## src/rtl/cache_pkg.sv

```systemverilog
// Shared cache types and default geometry used by the line-transfer engine
// and the cache controller.
package cache_pkg;

    typedef enum logic [1:0] {
        IDLE = 2'd0,
        XFER = 2'd1,
        DONE = 2'd2
    } xfer_state_t;

    localparam int CACHE_WORD_WIDTH     = 32;
    localparam int CACHE_WORDS_PER_LINE = 8;
    localparam int CACHE_ADDR_WIDTH     = 32;

endpackage

```

## src/rtl/cache_line_addr_gen.sv

```systemverilog
// Beat counter for one line transfer: produces the wrapped word index, the
// word-aligned beat address and a last-beat flag.
module cache_line_addr_gen
    import cache_pkg::*;
#(
    parameter int ADDR_WIDTH = CACHE_ADDR_WIDTH,
    parameter int BYTE_BITS  = 2,
    parameter int LINE_BITS  = 3
) (
    input  logic                  clk,
    input  logic                  clr_n,
    input  logic                  i_load,
    input  logic                  i_advance,
    input  logic [LINE_BITS-1:0]  i_first_idx,
    input  logic [ADDR_WIDTH-1:0] i_base,
    output logic [LINE_BITS-1:0]  o_index,
    output logic [ADDR_WIDTH-1:0] o_mem_addr,
    output logic                  o_last
);

    logic [ADDR_WIDTH-1:0] r_base;
    logic [LINE_BITS-1:0]  r_first;
    logic [LINE_BITS-1:0]  r_beat;
    logic [LINE_BITS-1:0]  w_index;

    always_ff @(posedge clk or negedge clr_n) begin
        if (!clr_n) begin
            r_base  <= '0;
            r_first <= '0;
            r_beat  <= '0;
        end else if (i_load) begin
            r_base  <= i_base;
            r_first <= i_first_idx;
            r_beat  <= '0;
        end else if (i_advance) begin
            r_beat  <= r_beat + 1'b1;
        end
    end

    // LINE_BITS-wide sum wraps inside the line; the base has its offset bits
    // cleared, so OR-ing the index in can never carry into the tag.
    assign w_index    = r_first + r_beat;
    assign o_index    = w_index;
    assign o_mem_addr = r_base | (ADDR_WIDTH'(w_index) << BYTE_BITS);
    assign o_last     = &r_beat;

endmodule

```

## src/rtl/cache_line_xfer.sv

```systemverilog
// Cache line fill / writeback engine over a req/ack word-wide memory port.
// Define CACHE_CWF_EN for critical-word-first beat ordering.
module cache_line_xfer
    import cache_pkg::*;
#(
    parameter int WORD_WIDTH     = CACHE_WORD_WIDTH,
    parameter int WORDS_PER_LINE = CACHE_WORDS_PER_LINE,
    parameter int ADDR_WIDTH     = CACHE_ADDR_WIDTH
) (
    input  logic                                 clk,
    input  logic                                 clr_n,
    input  logic                                 start,
    input  logic                                 wr,
    input  logic [ADDR_WIDTH-1:0]                line_addr_i,
    input  logic [WORD_WIDTH*WORDS_PER_LINE-1:0] line_data_i,
    output logic [WORD_WIDTH*WORDS_PER_LINE-1:0] line_data_o,
    output logic                                 busy,
    output logic                                 done,
    output logic                                 mem_req_o,
    output logic                                 mem_we_o,
    output logic [ADDR_WIDTH-1:0]                mem_addr_o,
    output logic [WORD_WIDTH-1:0]                mem_data_o,
    input  logic [WORD_WIDTH-1:0]                mem_data_i,
    input  logic                                 mem_ack_i
);

    localparam int BYTE_BITS = $clog2(WORD_WIDTH / 8);
    localparam int LINE_BITS = $clog2(WORDS_PER_LINE);
    localparam int OFF_BITS  = LINE_BITS + BYTE_BITS;

    xfer_state_t r_state;
    xfer_state_t w_next;

    logic                  r_wr;
    logic [WORD_WIDTH-1:0] r_buf [WORDS_PER_LINE];

    logic                  w_load;
    logic                  w_advance;
    logic                  w_last;
    logic [LINE_BITS-1:0]  w_index;
    logic [LINE_BITS-1:0]  w_first;
    logic [ADDR_WIDTH-1:0] w_base;
    logic [ADDR_WIDTH-1:0] w_addr;
    logic                  w_unused_off;

    assign w_base       = {line_addr_i[ADDR_WIDTH-1:OFF_BITS], {OFF_BITS{1'b0}}};
    assign w_unused_off = ^line_addr_i[OFF_BITS-1:0];

`ifdef CACHE_CWF_EN
    assign w_first = line_addr_i[OFF_BITS-1:BYTE_BITS];
`else
    assign w_first = '0;
`endif

    cache_line_addr_gen #(
        .ADDR_WIDTH (ADDR_WIDTH),
        .BYTE_BITS  (BYTE_BITS),
        .LINE_BITS  (LINE_BITS)
    ) u_addr_gen (
        .clk         (clk),
        .clr_n       (clr_n),
        .i_load      (w_load),
        .i_advance   (w_advance),
        .i_first_idx (w_first),
        .i_base      (w_base),
        .o_index     (w_index),
        .o_mem_addr  (w_addr),
        .o_last      (w_last)
    );

    always_ff @(posedge clk or negedge clr_n) begin
        if (!clr_n) begin
            r_state <= IDLE;
            r_wr    <= 1'b0;
        end else begin
            r_state <= w_next;
            if (w_load) begin
                r_wr <= wr;
            end
        end
    end

    // Request and beat address are held purely by staying in XFER with the
    // counter frozen until the memory acknowledges.
    always_comb begin
        w_next    = r_state;
        w_load    = 1'b0;
        w_advance = 1'b0;
        busy      = 1'b0;
        done      = 1'b0;
        mem_req_o = 1'b0;
        mem_we_o  = 1'b0;
        case (r_state)
            IDLE: begin
                if (start) begin
                    w_load = 1'b1;
                    w_next = XFER;
                end
            end
            XFER: begin
                busy      = 1'b1;
                mem_req_o = 1'b1;
                mem_we_o  = r_wr;
                if (mem_ack_i) begin
                    w_advance = 1'b1;
                    if (w_last) begin
                        w_next = DONE;
                    end
                end
            end
            DONE: begin
                busy   = 1'b1;
                done   = 1'b1;
                w_next = IDLE;
            end
            default: begin
                w_next = IDLE;
            end
        endcase
    end

    always_ff @(posedge clk or negedge clr_n) begin
        if (!clr_n) begin
            for (int i = 0; i < WORDS_PER_LINE; i++) begin
                r_buf[i] <= '0;
            end
        end else if (w_load && wr) begin
            for (int i = 0; i < WORDS_PER_LINE; i++) begin
                r_buf[i] <= line_data_i[i*WORD_WIDTH +: WORD_WIDTH];
            end
        end else if (w_advance && !r_wr) begin
            r_buf[w_index] <= mem_data_i;
        end
    end

    assign mem_addr_o = w_addr;
    assign mem_data_o = r_buf[w_index];

    for (genvar g = 0; g < WORDS_PER_LINE; g++) begin : g_line_out
        assign line_data_o[g*WORD_WIDTH +: WORD_WIDTH] = r_buf[g];
    end

endmodule

```

## config.mk

```make
export PLATFORM = sky130hd
export DESIGN_NAME = cache_line_xfer
export DESIGN_NICKNAME = d
export VERILOG_FILES = /design/src/rtl/cache_pkg.sv /design/src/rtl/cache_line_addr_gen.sv /design/src/rtl/cache_line_xfer.sv
export SDC_FILE = /design/constraint.sdc
export NUM_CORES = 1
export LEC_CHECK = 0
export CAP_MARGIN = 15
export CORE_AREA = 2 2 251 253
export DETAILED_ROUTE_END_ITERATION = 8
export DIE_AREA = 0 0 253 255
export HOLD_SLACK_MARGIN = 0.08
export PLACE_DENSITY = 0.56
export SYNTH_ARGS = -nofsm -noshare
export SYNTH_HDL_FRONTEND = slang
export SYNTH_HIERARCHICAL = 1
export SYNTH_SLANG_ARGS = --single-unit
```

## constraint.sdc

```tcl
create_clock -name clk -period 4.5 [get_ports clk]
set_input_delay 1.125 -clock clk [delete_from_list [all_inputs] [get_ports clk]]
set_output_delay 1.125 -clock clk [all_outputs]
set_load 0.01 [all_outputs]
```

==> flow_summary.json, run 1 <==
{
  "status": "finished, final reports clean",
  "fin_crit_ps": 4370,
  "totalPowerFinal_uw": 23000,
  "holdWs_ps": 506,
  "fin_cells": 3187,
  "arrival_ps": 3250,
  "wl_met1_um": 32500,
  "syn_inst": 1782,
  "die_x_um": 253,
  "drc": 0,
  "seq_area_um2": 7430,
  "clkCellAreaFrac": 0.0543,
  "fin_nets": 2693,
  "ys_cells": 1782,
  "drt_iter0_markers": 1283,
  "num_antenna_cells": 5,
  "n_all_inverters": 7,
  "cts_buffer_depth": 3,
  "slew_headroom": 0.358,
  "hold_class": "register to register",
  "largest_reg_flops": 256,
  "grt_pass1_wl_um": 117000,
  "maxCapViolCount": 0,
  "tap_cells": 799,
  "ys.flops": 297,
  "final_cell_area_um2": 24700,
  "dp.cells": 3099,
  "dr_total_vias": 16500,
  "p_switching_uw": 9530,
  "critPathBufInv": 3,
  "die_area_um2": 64500,
  "cp-end-kind": "primary output",
  "slowest_stage": "fa_4",
  "comb_area_frac": 0.303,
  "ys_seq_frac": 0.468
}
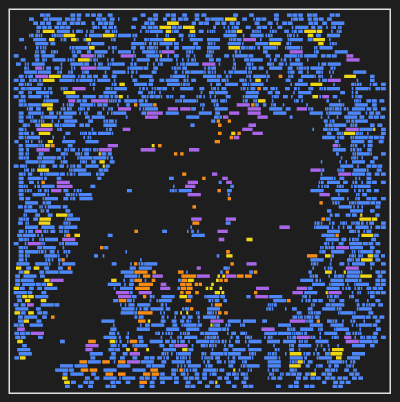
Run 1: cell sizes after repair
(1.5 px per um)
| colour | size | cells | share |
|---|---|---|---|
| yellow | _2 cells | 111 | 4.7% |
| orange | _3 and _4 cells | 88 | 3.7% |
| purple | _6 and larger | 93 | 3.9% |
| blue | _0 and _1 cells | 2091 | 88% |

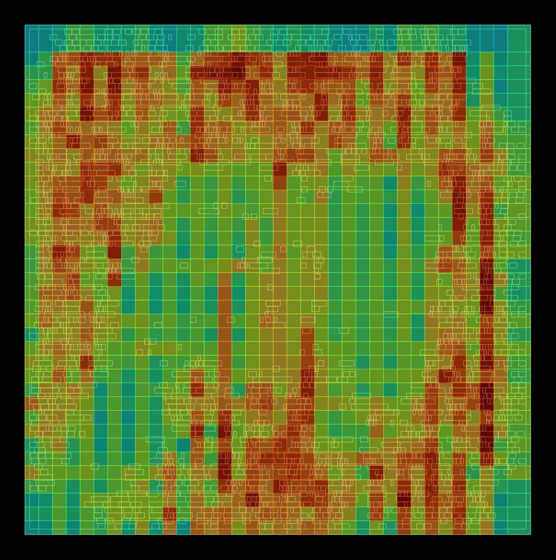
Run 1: track usage over the die
met2 usage: 0.416
met1 Usage GRT: 0.307
routed len/inst: 25.9 um
final core utilization: 0.397

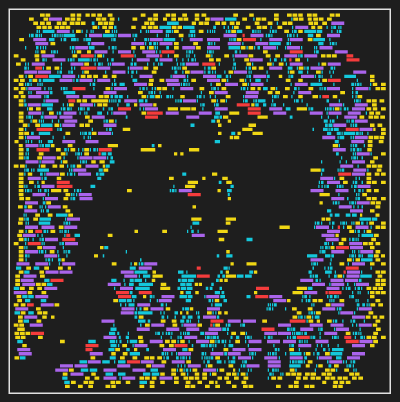
Run 1: cells coloured by class
(1.5 px per um)
| colour | class | cells |
|---|---|---|
| red | clock drivers and dummy loads | 64 |
| cyan | combinational and other logic | 1295 |
| yellow | remaining buffers and delay cells | 727 |
| purple | sequential cells | 297 |
cell row count: 92
Seq area share: 0.301

==> run 1 -> run 2 <==
SETUP_SLACK_MARGIN = 0.02   (was not set)
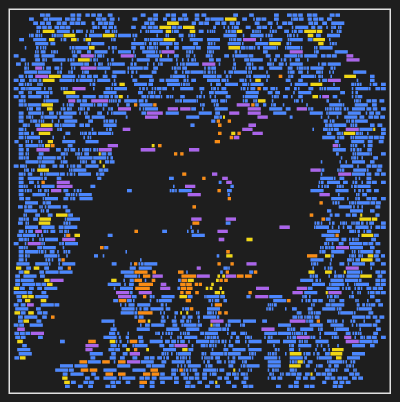
Run 2: cell sizes after repair
(1.5 px per um)
| colour | size | cells | share |
|---|---|---|---|
| orange | _3 and _4 cells | 90 | 3.8% |
| purple | _6 and larger | 91 | 3.8% |
| blue | _0 and _1 cells | 2090 | 88% |
| yellow | _2 cells | 113 | 4.7% |

==> run 2 against run 1 <==
Utilization is essentially flat. Critical path depth is the same. Count of clock-buffer cells in the layout is the same. Critical path type unchanged.
==> flow_summary.json, run 2 <==
{
  "status": "finished, final reports clean",
  "n_all_inverters": 7,
  "grt_overflow_total": 0,
  "dp.cells": 3099,
  "fin_crit_ps": 4370,
  "totalPowerFinal_uw": 22900,
  "fin_cells": 3188,
  "wl_met1_um": 32600,
  "top_usage_layer": "met2",
  "die_area_um2": 64500,
  "logic_area_um2": 7490,
  "endpoint": "mem_data_o[7]",
  "tap_cells": 799,
  "p_switching_uw": 9520,
  "seq_share": 0.301,
  "fin_nets": 2694,
  "fin_setup_tns_ps": 0,
  "finalClockSkew_ps": 25.5,
  "syn_inst": 1782,
  "cp-startpoint": "u_addr_gen/r_first[0]$_DFFE_PN0P_",
  "arrival_ps": 3240,
  "drt_iter0_markers": 1356,
  "slew_headroom": 0.365,
  "dr_total_vias": 16400,
  "hold_class": "register to register",
  "cp-end-kind": "primary output",
  "comb_area_frac": 0.304,
  "num_antenna_cells": 5,
  "maxCapViolCount": 0,
  "holdWs_ps": 505,
  "ff_type": "dfrtp_1",
  "cts_buffer_depth": 3,
  "timing.rr.start": "u_addr_gen/r_first[0]$_DFFE_PN0P_",
  "floorplan.rows": 92,
  "grt_pass1_wl_um": 117000,
  "synth-edff-count": 0,
  "ys_seq_frac": 0.468,
  "slowest_stage": "fa_4",
  "netlist_logic_family_top": "simple AND/OR/NAND/NOR gates",
  "clkCellAreaFrac": 0.0543,
  "grtUsageMet2": 0.416,
  "ys.flops": 297,
  "grtUsageMet1": 0.306,
  "drc": 0,
  "place_ws_ps": 48.0,
  "dominant_cells": "multi-input combinational cells",
  "utilization": 0.397,
  "coreArea_um2": 62200,
  "port_buffers": 643,
  "ys_cells": 1782,
  "gr-usage-met3": 0.0644,
  "routedWlPerCell_um": 25.9,
  "seq_area_um2": 7430,
  "largest_reg_flops": 256,
  "power.group.top": "combinational cells",
  "die_x_um": 253,
  "synthAoiAreaFrac": 0.132,
  "lay_top_count": "clkdlybuf4s50_1",
  "critPathBufInv": 3,
  "crit_fanout": 10,
  "final_cell_area_um2": 24700
}
